$ cat src/rtl/ad9361_tx_framer.sv
// AD9361 CMOS DDR transmit framer: an I/Q sample FIFO plus a priming state machine
// that feeds per-phase data and TX_FRAME values to external ODDR primitives.
module ad9361_tx_framer #(
  parameter int FIFO_AW   = 3,
  parameter int PRIME_LVL = 4
) (
  input  logic               sys_clk,
  input  logic               sys_nrst,
  input  logic               tx_en,
  input  logic               s_valid,
  output logic               s_ready,
  input  logic [15:0]        s_i,
  input  logic [15:0]        s_q,
  output logic [11:0]        d_he,
  output logic [11:0]        d_le,
  output logic               frm_he,
  output logic               frm_le,
  output logic               tx_active,
  output logic               underflow,
  output logic [15:0]        underflow_cnt,
  input  logic               cnt_clr,
  output logic [FIFO_AW:0]   fifo_level
);

  localparam int DEPTH = 1 << FIFO_AW;
  localparam int LW    = FIFO_AW + 1;

  typedef enum logic [1:0] {IDLE, PRIME, RUN} state_t;

  state_t               state_q;
  logic [23:0]          mem_q [DEPTH];
  logic [FIFO_AW-1:0]   wr_ptr_q, rd_ptr_q;
  logic [FIFO_AW:0]     level_q;
  logic [11:0]          d_he_q, d_le_q;
  logic                 frm_q, tx_active_q, underflow_q;
  logic [15:0]          underflow_cnt_q;

  logic                 push, pop, starve;
  logic [23:0]          rd_data;

  // s_ready looks only at the registered level, so a pop never unblocks a full FIFO early.
  assign s_ready = tx_en && (level_q < LW'(DEPTH));
  assign push    = s_valid && s_ready;
  assign pop     = tx_en && (state_q == RUN) && (level_q != '0);
  assign starve  = tx_en && (state_q == RUN) && (level_q == '0);
  assign rd_data = mem_q[rd_ptr_q];

  always_ff @(posedge sys_clk) begin
    if (push) mem_q[wr_ptr_q] <= {s_q[11:0], s_i[11:0]};
  end

  always_ff @(posedge sys_clk or negedge sys_nrst) begin
    if (!sys_nrst) begin
      state_q         <= IDLE;
      wr_ptr_q        <= '0;
      rd_ptr_q        <= '0;
      level_q         <= '0;
      d_he_q          <= '0;
      d_le_q          <= '0;
      frm_q           <= 1'b0;
      tx_active_q     <= 1'b0;
      underflow_q     <= 1'b0;
      underflow_cnt_q <= '0;
    end else begin
      underflow_q <= starve;

      if (cnt_clr)
        underflow_cnt_q <= '0;
      else if (starve && underflow_cnt_q != 16'hFFFF)
        underflow_cnt_q <= underflow_cnt_q + 16'd1;

      if (!tx_en) begin
        state_q     <= IDLE;
        wr_ptr_q    <= '0;
        rd_ptr_q    <= '0;
        level_q     <= '0;
        d_he_q      <= '0;
        d_le_q      <= '0;
        frm_q       <= 1'b0;
        tx_active_q <= 1'b0;
      end else begin
        wr_ptr_q <= wr_ptr_q + FIFO_AW'(push);
        rd_ptr_q <= rd_ptr_q + FIFO_AW'(pop);
        level_q  <= level_q + LW'(push) - LW'(pop);

        d_he_q <= '0;
        d_le_q <= '0;
        frm_q  <= 1'b0;
        unique case (state_q)
          IDLE: begin
            state_q     <= PRIME;
            tx_active_q <= 1'b0;
          end
          PRIME: begin
            if (level_q >= LW'(PRIME_LVL)) begin
              state_q     <= RUN;
              tx_active_q <= 1'b1;
            end
          end
          RUN: begin
            if (pop) begin
              d_he_q <= rd_data[23:12];
              d_le_q <= rd_data[11:0];
              frm_q  <= 1'b1;
            end else begin
              // Starved: drop frame and re-prime so the next burst starts cleanly.
              state_q     <= PRIME;
              tx_active_q <= 1'b0;
            end
          end
          default: begin
            state_q     <= IDLE;
            tx_active_q <= 1'b0;
          end
        endcase
      end
    end
  end

  assign d_he          = d_he_q;
  assign d_le          = d_le_q;
  assign frm_he        = frm_q;
  assign frm_le        = frm_q;
  assign tx_active     = tx_active_q;
  assign underflow     = underflow_q;
  assign underflow_cnt = underflow_cnt_q;
  assign fifo_level    = level_q;

endmodule

$ cat config.mk
export PLATFORM = sky130hd
export DESIGN_NAME = ad9361_tx_framer
export DESIGN_NICKNAME = d
export VERILOG_FILES = /design/src/rtl/ad9361_tx_framer.sv
export SDC_FILE = /design/constraint.sdc
export NUM_CORES = 1
export LEC_CHECK = 0
export CORE_MARGIN = 2
export CORE_UTILIZATION = 60
export DETAILED_ROUTE_END_ITERATION = 10
export PLACE_DENSITY = 0.83
export SETUP_SLACK_MARGIN = 0.2
export SYNTH_ARGS = -nofsm -noshare
export SYNTH_HDL_FRONTEND = slang
export SYNTH_SLANG_ARGS = --single-unit
$ cat constraint.sdc
create_clock -name sys_clk -period 5.5 [get_ports sys_clk]
set_input_delay 0.825 -clock sys_clk [delete_from_list [all_inputs] [get_ports sys_clk]]
set_output_delay 0.825 -clock sys_clk [all_outputs]
set_load 0.02 [all_outputs]
**Run 1: pin map**

Pins as bars across the die edge, other pins in gray.
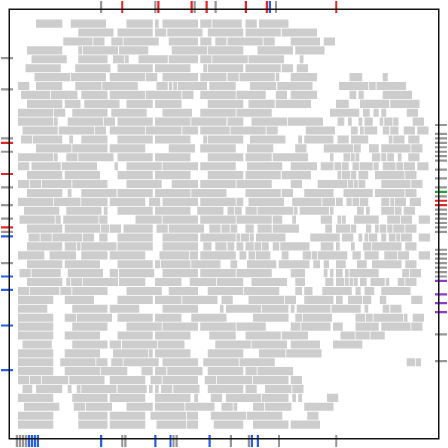
| port | color | pins | direction | edge |
|---|---|---|---|---|
| d_le | red | 12 | output | 7 top, 3 left, 2 right |
| fifo_level | purple | 4 | output | right |
| cnt_clr | green | 1 | input | right |
| s_q | blue | 16 | input | 10 bottom, 5 left, 1 top |
all pins by edge: 34 right, 22 bottom, 17 left, 13 top
horizontal die size: 131 um
Die Height: 131 um

**Run 1: metal layers overlaid**

Scale bar: 50 um.
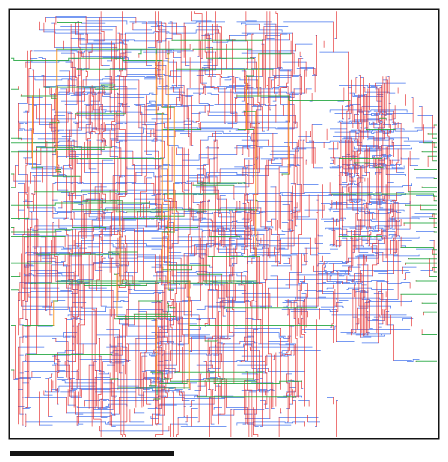
| layer | color | wire length |
|---|---|---|
| met3 | green | 1,540 um |
| met4 | orange | 436 um |
| met1 | blue | 7,520 um |
| met2 | red | 9,470 um |
via count: 5,003
Routed WL per cell: 22.7 um
total routed wirelength: 19.0 mm

==> results.txt, run 1 <==
This note records the results obtained with Yosys and OpenROAD.

Outcome
The flow ran to the end, and the final reports show no timing, DRC or antenna violations.

Place
For this run the detailed placement stage logged an HPWL of 10.7 mm. The minimum setup slack after placement is 1.74 ns.

Timing
The final setup slack of the worst path is 2.25 ns. The final tally of max-slew violations is 0. The transition time at the pin with the least slew margin is 0.991 ns. The routed design could run at a clock period as short as 3.25 ns. Setup repair after global routing left no endpoint under its margin.

Clocking
The clock-pin slew reported for the worst setup and hold paths after clock tree synthesis is 0.06 ns. The H-tree depth is 1. The number of buffers inserted for hold repair after clock tree synthesis is 0. The clock sink count is 246. After clock tree synthesis, the setup repair step added 0 buffers.

Synth
The count of synthesis-stage warnings from yosys is 0. The post-synth count of flops with an enable pin is 192. The post-synthesis average cell area is 18.9 um^2. The post-synthesis register bit count is 246. The area fraction in full adders, half adders and majority gates is 1.38%. For this run, asynchronously set or reset flops after synthesis account for 22.0%.

The dominant kind of combinational cell is multiplexers. The synthesized-area fraction occupied by ao, oa, aoi and oai cells is 1.26%. The number of standard cells after synthesis is 508.

Setup path
Of all nets on the critical path, the largest fanout is 15. The startpoint-to-endpoint class of the critical path is in -> reg. STA classifies the critical path startpoint as an input port.

Global routing
The initial antenna violation count is 0. Global routing used 23.4% of the available tracks. The number of global-route vias before repair is 5,171.

Detailed routing
In the log, the iteration count for the first detailed-route pass is 5. The routed layout reports a DRC error count of 0.

Power and ir drop
Total power normalized to cell area comes to 351 mW/mm^2. The analysis attributes to cell leakage a power of 0.00398 uW.

Floorplan
Before placement the cells fill 61.0% of the core.

Flow run
The number of warnings reported in the stage logs is 35. The run reported a max-capacitance violation count of 0.
**Run 1: cell outlines without signal wires**

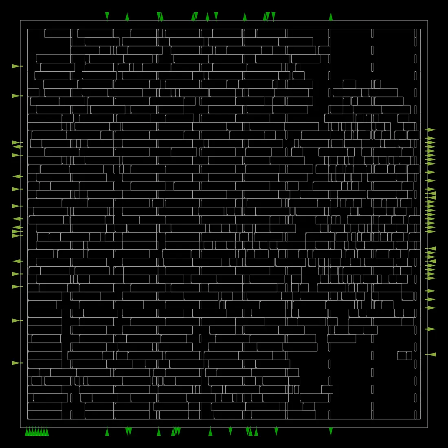
count of flip-flops and latches: 246
core area: 0.0158 mm^2
number of rows created at floorplan: 46

==> run 1: area by class of cell <==
type	count	area, um^2
flip-flops and latches	246	7120
inverters	8	30.0
multi-input cells	231	2390
clock inverters	10	156
clock buffers	35	693
well taps	216	270
fillers	929	4240
repair buffers	91	871
==> run 1: report_power, final <==
| group | total (uW) | internal (uW) | leakage (uW) | switching (uW) |
|---|---|---|---|---|
| sequential | 2080 | 2050 | 0.00248 | 23.0 |
| clock | 1730 | 1070 | 0.000416 | 665 |
| combinational | 238 | 109 | 0.00108 | 129 |
==> run 1: layer usage <==
metal	share of wire (%)	wire, um	track usage, %	up-vias
met4	2.3	435	7.88	0
li1	-	-	-	2188
met2	50	9470	38.8	221
met3	8.1	1540	3.66	41
met5	0	0	0	-
met1	40	7520	32.7	2553
==> run 1: synth_stat cells, types with 2 or more instances <==
master	count	share of area [%]
sky130_fd_sc_hd__nand2b_1	4	0.26
sky130_fd_sc_hd__dfrtp_1	54	14
sky130_fd_sc_hd__xor2_1	4	0.36
sky130_fd_sc_hd__a21oi_1	7	0.36
sky130_fd_sc_hd__inv_1	8	0.31
sky130_fd_sc_hd__nor4_1	4	0.26
sky130_fd_sc_hd__nor2_1	39	1.5
sky130_fd_sc_hd__mux4_2	48	11
sky130_fd_sc_hd__and3_1	4	0.26
sky130_fd_sc_hd__and2_1	11	0.72
sky130_fd_sc_hd__or4_1	3	0.23
sky130_fd_sc_hd__buf_2	13	0.68
sky130_fd_sc_hd__and4_4	3	0.35
sky130_fd_sc_hd__nor3_1	4	0.21
sky130_fd_sc_hd__mux2i_1	25	2.6
sky130_fd_sc_hd__nand3_1	5	0.26
sky130_fd_sc_hd__edfxtp_1	192	60
sky130_fd_sc_hd__nand2_1	15	0.59
sky130_fd_sc_hd__nand4_1	2	0.13
sky130_fd_sc_hd__clkbuf_1	8	0.31
sky130_fd_sc_hd__ha_1	9	1.2
sky130_fd_sc_hd__o21ai_0	2	0.10
sky130_fd_sc_hd__and4_1	2	0.18
sky130_fd_sc_hd__o31ai_1	6	0.47
sky130_fd_sc_hd__nor2b_1	9	0.59
sky130_fd_sc_hd__or3_1	3	0.20
sky130_fd_sc_hd__mux2_2	8	0.94
==> run 1: worst max-delay path, cell delays in order <==
cell and delay (ns):
sky130_fd_sc_hd__clkdlybuf4s50_1 0.75, sky130_fd_sc_hd__nor2b_1 0.21, sky130_fd_sc_hd__and2_0 0.33, sky130_fd_sc_hd__nand2_1 0.23, sky130_fd_sc_hd__nor2_2 0.70, sky130_fd_sc_hd__buf_4 0.38
==> run 1: through the flow <==
| stage | cell area [um^2] | power, uW | utilization, % |
|---|---|---|---|
| after floorplan | 9620 | 2240 | - |
| after global placement | 10700 | 2340 | 67.7 |
| after detailed placement | 10700 | 2350 | 67.7 |
| after CTS | 11500 | 4080 | 73.1 |
| after global routing | 11500 | 4180 | 73.1 |
| final | 11500 | 4050 | 73.1 |
==> run 1: sequential cells by signal, summed over array words and instances (netlist names) <==
register,count
underflow,1
frm_he,1
fifo_level,4
d_he,12
d_le,12
state_q,2
underflow_cnt,16
rd_ptr_q,3
wr_ptr_q,3
mem_q,192
==> inputs of run 2 (changes only) <==
- CORE_UTILIZATION: 60 -> 57
- PLACE_DENSITY: 0.83 -> 0.79
- clock period: 5.5 -> 3.3 ns (I/O delays scaled with it)
**Run 2: nets reached from selected ports**

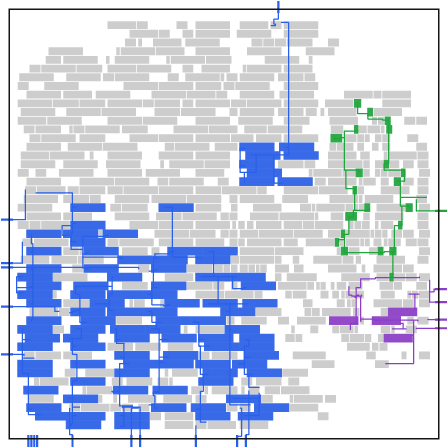
| port | color | bits | direction | end cells | buffers | wire |
|---|---|---|---|---|---|---|
| fifo_level | purple | 4 | output | 4 | 4 | 134 um |
| s_q | blue | 16 | input | 96 | 12 | 864 um |
| cnt_clr | green | 1 | input | 23 | 1 | 182 um |

==> results.txt, run 2 <==
This note records the results obtained with Yosys and OpenROAD.

Setup path
Per STA, the worst path is made up of inv_1 -> ha_1 -> or3b_2 -> nand2_1 -> inv_1 -> nand2b_1 -> nand2_1 -> ha_1 -> fa_1 -> xor2_1 -> and2_1. The launching element type of the critical path is a register. The timing report gives the biggest stage delay along the critical path as 0.45 ns. The maximum fanout count along the critical path is 3.

The startpoint-to-endpoint class of the critical path is reg -> reg. The slowest cell on the critical path is sky130_fd_sc_hd__or3b_2.

Global routing
The number of global-route vias before repair came to 5,017. The initial antenna violation count is 0.

Outcome
The flow ran to the end, and the final reports show no timing, DRC or antenna violations.

Synth
After synthesis, the mean cell area works out to 18.9 um^2. The summed instance area of the synthesized netlist is 0.00962 mm^2. The number of standard cells after synthesis is 508. The most frequent cell after synthesis is sky130_fd_sc_hd__edfxtp_1.

By count the netlist is led by sky130_fd_sc_hd__edfxtp_1 (192), sky130_fd_sc_hd__dfrtp_1 (54), sky130_fd_sc_hd__mux4_2 (48). Yosys reports that the leading cell type by area covers 59.9% of the netlist area. The cell type with the largest total area is sky130_fd_sc_hd__edfxtp_1. The post-synth count of flops with an enable pin is 192.

The post-synthesis register bit count is 246. By area the synthesized netlist is led by sky130_fd_sc_hd__edfxtp_1 (60%), sky130_fd_sc_hd__dfrtp_1 (14%), sky130_fd_sc_hd__mux4_2 (11%), sky130_fd_sc_hd__mux2i_1 (2.6%), sky130_fd_sc_hd__nor2_1 (1.5%). Of all flip-flops after synthesis, the portion carrying an async set or reset was 22.0%. For this run, the number of Yosys warnings is 0.

Detailed routing
The average wire per cell in the routed design is 20.7 um. For this run, the detailed router's first-pass iteration total came to 6. For this block, the routed nets add up to 17.5 mm of wire. The total via count after detailed routing is 4,903.

Timing
For reference, the final report shows the max-slew violation count at 0. Setup repair after global routing left no endpoint under its margin. The final period demand of the worst path is 2.51 ns. The transition time at the pin with the least slew margin is 0.795 ns. The top achievable clock speed is 399 MHz.

Flow run
The count of warning messages emitted by the tools is 35. The number of max-cap violations is 0.

Finish
The register with the most flip-flops in the layout has 192 of them. More flip-flops sit in one register than any other, and that register is mem_q.

Power and ir drop
In this run the power density over the cells is 575 mW/mm^2. The leakage power figure is 0.00402 uW. The total power is 6700 uW.

Clocking
Clock-pin slew was measured on the worst setup and hold paths at 0.06 ns. The buffers inserted during post-CTS setup optimization is 0. The H-tree depth is 1.

Place
The detailed-placement wirelength estimate is 10.5 mm.

Floorplan
At the floorplan stage, the core utilization is reported as 58.2%. The floorplan step set the die height to 134 um. The die width is 134 um.
**Run 2: cell outlines without signal wires**

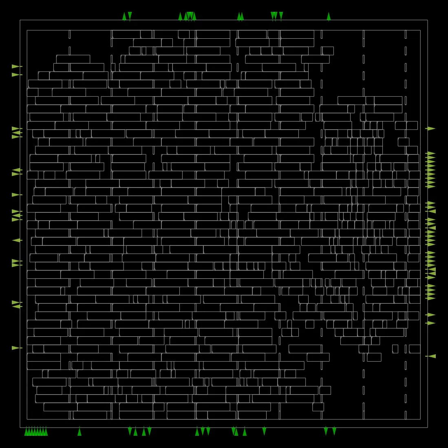
Final Core Density: 70.5%
count of placed standard cells in the final layout, fillers left out: 847
number of rows created at floorplan: 47

## run 2: cell counts after synthesis
Identical to the previous run, type by type.
## run 2: through the flow
stage	instance area (um^2)	hold slack [ns]	setup slack, ns
final	11700	0.384	0.795
after global routing	11700	0.409	0.616
after CTS	11700	0.383	0.768
after detailed placement	10800	0.372	0.506
after global placement	10800	0.372	0.542
after floorplan	9630	0.199	0.580
## run 2: kinds of logic (layout without fill, tap and decap cells)
group,after synthesis,count (layout),share of synthesized area (%)
AND-OR/OR-AND,19,19,1.26
AND/OR/NAND/NOR,116,116,6.68
flip-flops,246,246,74.0
multiplexers,81,81,14.8
buffers and inverters,31,150,1.50
adder cells (fa/ha/maj),10,10,1.38
XOR/XNOR,5,5,0.455
## run 2: final cells by class
| type | instances | area, um^2 |
|---|---|---|
| fillers | 978 | 4870 |
| multi-input cells | 231 | 2400 |
| flip-flops and latches | 246 | 7120 |
| clock buffers | 36 | 724 |
| clock inverters | 8 | 124 |
| repair buffers | 98 | 976 |
| well taps | 220 | 275 |
| inverters | 8 | 30.0 |
## run 2: worst max path at each step
stage	from	endpoint	slack [ns]	cells after the start
6_report	fifo_level[2]	fifo_level[2]	0.79	11
5_1_grt	fifo_level[2]	fifo_level[2]	0.62	11
4_1_cts	fifo_level[2]	fifo_level[2]	0.77	11
3_5_place_dp	tx_en	fifo_level[2]	0.51	9
3_3_place_gp	tx_en	fifo_level[2]	0.54	9
2_1_floorplan	tx_en	mem_q[7][0]	0.58	4
## run 2: repair_timing
action | CTS | global route
hold endpoints to repair | 9 | 0
hold buffers | 1 | 0
resized | 0 | 0
## run 2: critical path, delay by kind of cell, from the launching register on
kind,cells,cell delay [ns]
and+or+nand+nor,5,0.91
adders and majority gates,3,0.78
DFF,1,0.37
buffers and inverters,2,0.17
xor gates and xnor gates,1,0.16
## run 2: power by group
| group | internal (uW) | switching, uW |
|---|---|---|
| Combinational | 186 | 217 |
| Sequential | 3420 | 29.6 |
| Clock | 1760 | 1090 |
| Total | 5360 | 1330 |
## run 2: per-layer routing
layer  vias to the layer above  GRT usage, %  share of wire [%]  wire length, um
met4                         0          5.02                1.1              194
met2                       173          34.1                 51             9020
met3                        18          3.59                6.8             1200
met1                      2517          28.1                 41             7130
met5                         -             0                  0                0
li1                       2195             -                  -                -
Power and IR drop assume default switching activity.
